==> config.mk <==
export PLATFORM = sky130hd
export DESIGN_NAME = bin2bcd_seq_flat
export DESIGN_NICKNAME = d
export VERILOG_FILES = /design/src/rtl/bcd_pkg.sv /design/src/rtl/bin2bcd_seq_if.sv /design/src/rtl/bcd_digit_adj.sv /design/src/rtl/bin2bcd_seq.sv /design/src/flat_wrapper.sv
export SDC_FILE = /design/constraint.sdc
export NUM_CORES = 1
export LEC_CHECK = 0
export ABC_CLOCK_PERIOD_IN_PS = 1600
export CORE_MARGIN = 5
export CORE_UTILIZATION = 54
export CTS_CLUSTER_SIZE = 10
export DETAILED_ROUTE_END_ITERATION = 10
export PLACE_DENSITY = 0.84
export SLEW_MARGIN = 0
export SYNTH_ARGS = -nofsm -noshare
export SYNTH_HDL_FRONTEND = slang
export SYNTH_HIERARCHICAL = 1
export SYNTH_SLANG_ARGS = --single-unit
==> constraint.sdc <==
create_clock -name clk -period 1.6 [get_ports clk]
set_input_delay 0.4 -clock clk [delete_from_list [all_inputs] [get_ports clk]]
set_output_delay 0.4 -clock clk [all_outputs]
set_load 0.02 [all_outputs]
### Logic cells by family

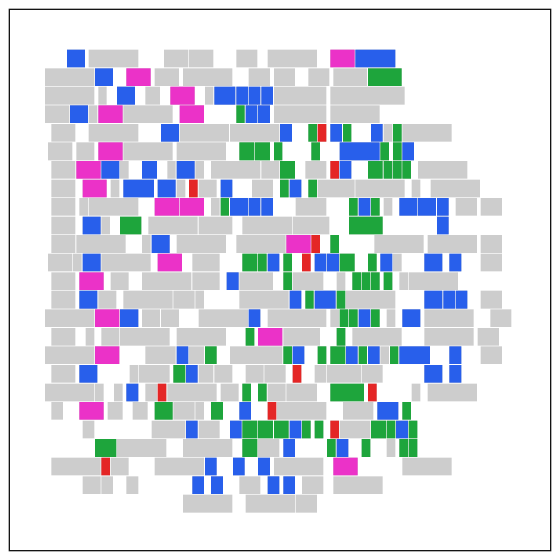
red -> inverters  # cells 11, most used inv_1
magenta -> multiplexers  # cells 18, most used mux2i_1
green -> NAND gates  # cells 68, most used nand2_1
blue -> inverting AOI/OAI gates  # cells 79, most used a21oi_1
Commonest Layout Cell: dfxtp_1
Layout Cells excl Fill: 398
Comb area share: 0.438

### Routing congestion

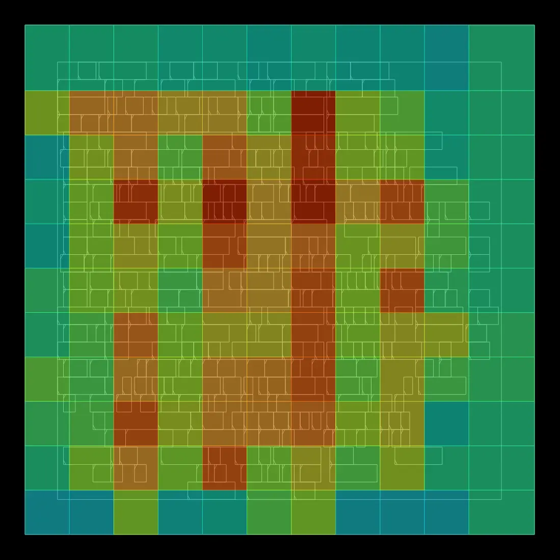
GR peak layer: met2
met2 Usage GRT: 0.311
met1 Use GR: 0.210
GR Util All Layers: 0.175
post-layout util: 0.670

### Wiring by layer

Two of the layers only.
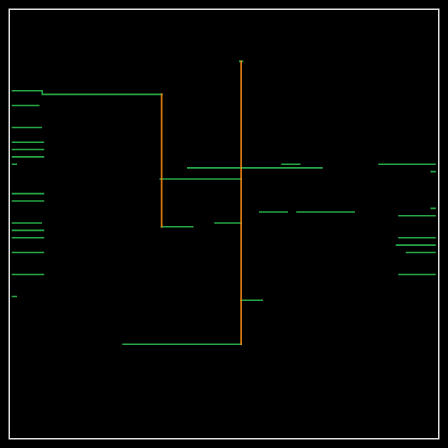
green -> met3  # wire length 236 um
orange -> met4  # wire length 76.8 um
total routed wirelength: 5330 um
Avg WL per Cell: 13.4 um
vias: 2151

==> changes_impl.md <==
### Metrics

- Dpl cell area: roughly 0.003 mm^2
- Seq. cell area: between 0.001 and 0.0015 mm^2
- Fin. max-slew vios: 0
- Seq power: roughly 1400 uW
- Die Wd: 79.2 um
- CP max-delay cell: dfxtp_2
- Gate power share: 0.110
- Failing checks: negative setup slack
- CP Capture Type: flip-flop
- Tool warning count: 31
- Non-clk bufs: around 50
- Vias per cell: between 5 and 6
- Ys Warns: 6
- Flop count: around 54
- Final min period: 1610 ps
- Leading cell kind: logic gates
- Setup Viol. Count Final: 1
- CTS Buf Count: 5
- DRT iter0 DRCs: about 130
- Met3 Track Usage GR: 0.0351
- Final hold violation count: 0
- FILL cells: roughly 390
- Main power group: registers
- Setup Buffers After CTS: 0
- H-tree levels: 2
- CTS root buf: clkbuf_8
- Clock share of power: 0.346
- ClkCell Share: 0.0346
- PwrDens: approximately 820 mW/mm^2
- Max Cap Viol: 0
- Non-clk buf share: 0.146
- Nets@finish: 370
- Largest net degree at the start of global routing: 39
- Placed Cells: 389
- I/O Buffers: 35
- Gate Count Post-Synth: 309
- Outcome: finished, violations left
- Clk power: 895 uW
- Final WS setup: -9.56 ps
- Row count: 25
- Clock-pin slew on the worst setup and hold paths: roughly 90 ps
- Initial antenna violation count: 0
- Detail Route Antenna Nets: 0
- Worst-skew pair later-pin latency: a little over 300 ps
- DP Wirelength: about 3700 um
- Levels on crit path: 7
- Worst-path fanout max: 3
- Switch share: 0.240
==> layer usage <==
metal / vias to the layer above / share of wire
li1: 1124 / -
met1: 984 / 0.44
met2: 36 / 0.50
met3: 7 / 0.044
met4: 0 / 0.014
met5: - / 0
==> worst register-to-register path, stage by stage (launching register included) <==
cell,delay (ps)
dfxtp_2,340
inv_1,70
ha_1,200
nand2b_4,160
a21oi_4,180
mux2i_1,310
nand4_1,160
a21oi_2,140
==> through the flow <==
| stage | TNS, ps | hold WS, ps | power, uW |
|---|---|---|---|
| 2_1_floorplan | 0 | 436 | 1630 |
| 3_3_place_gp | -149 | 442 | 1720 |
| 3_5_place_dp | -165 | 450 | 1720 |
| 4_1_cts | 0 | 464 | 2620 |
| 5_1_grt | -163 | 476 | 2700 |
| 6_report | -9.56 | 463 | 2590 |
Power is estimated from default activity; no workload was simulated.
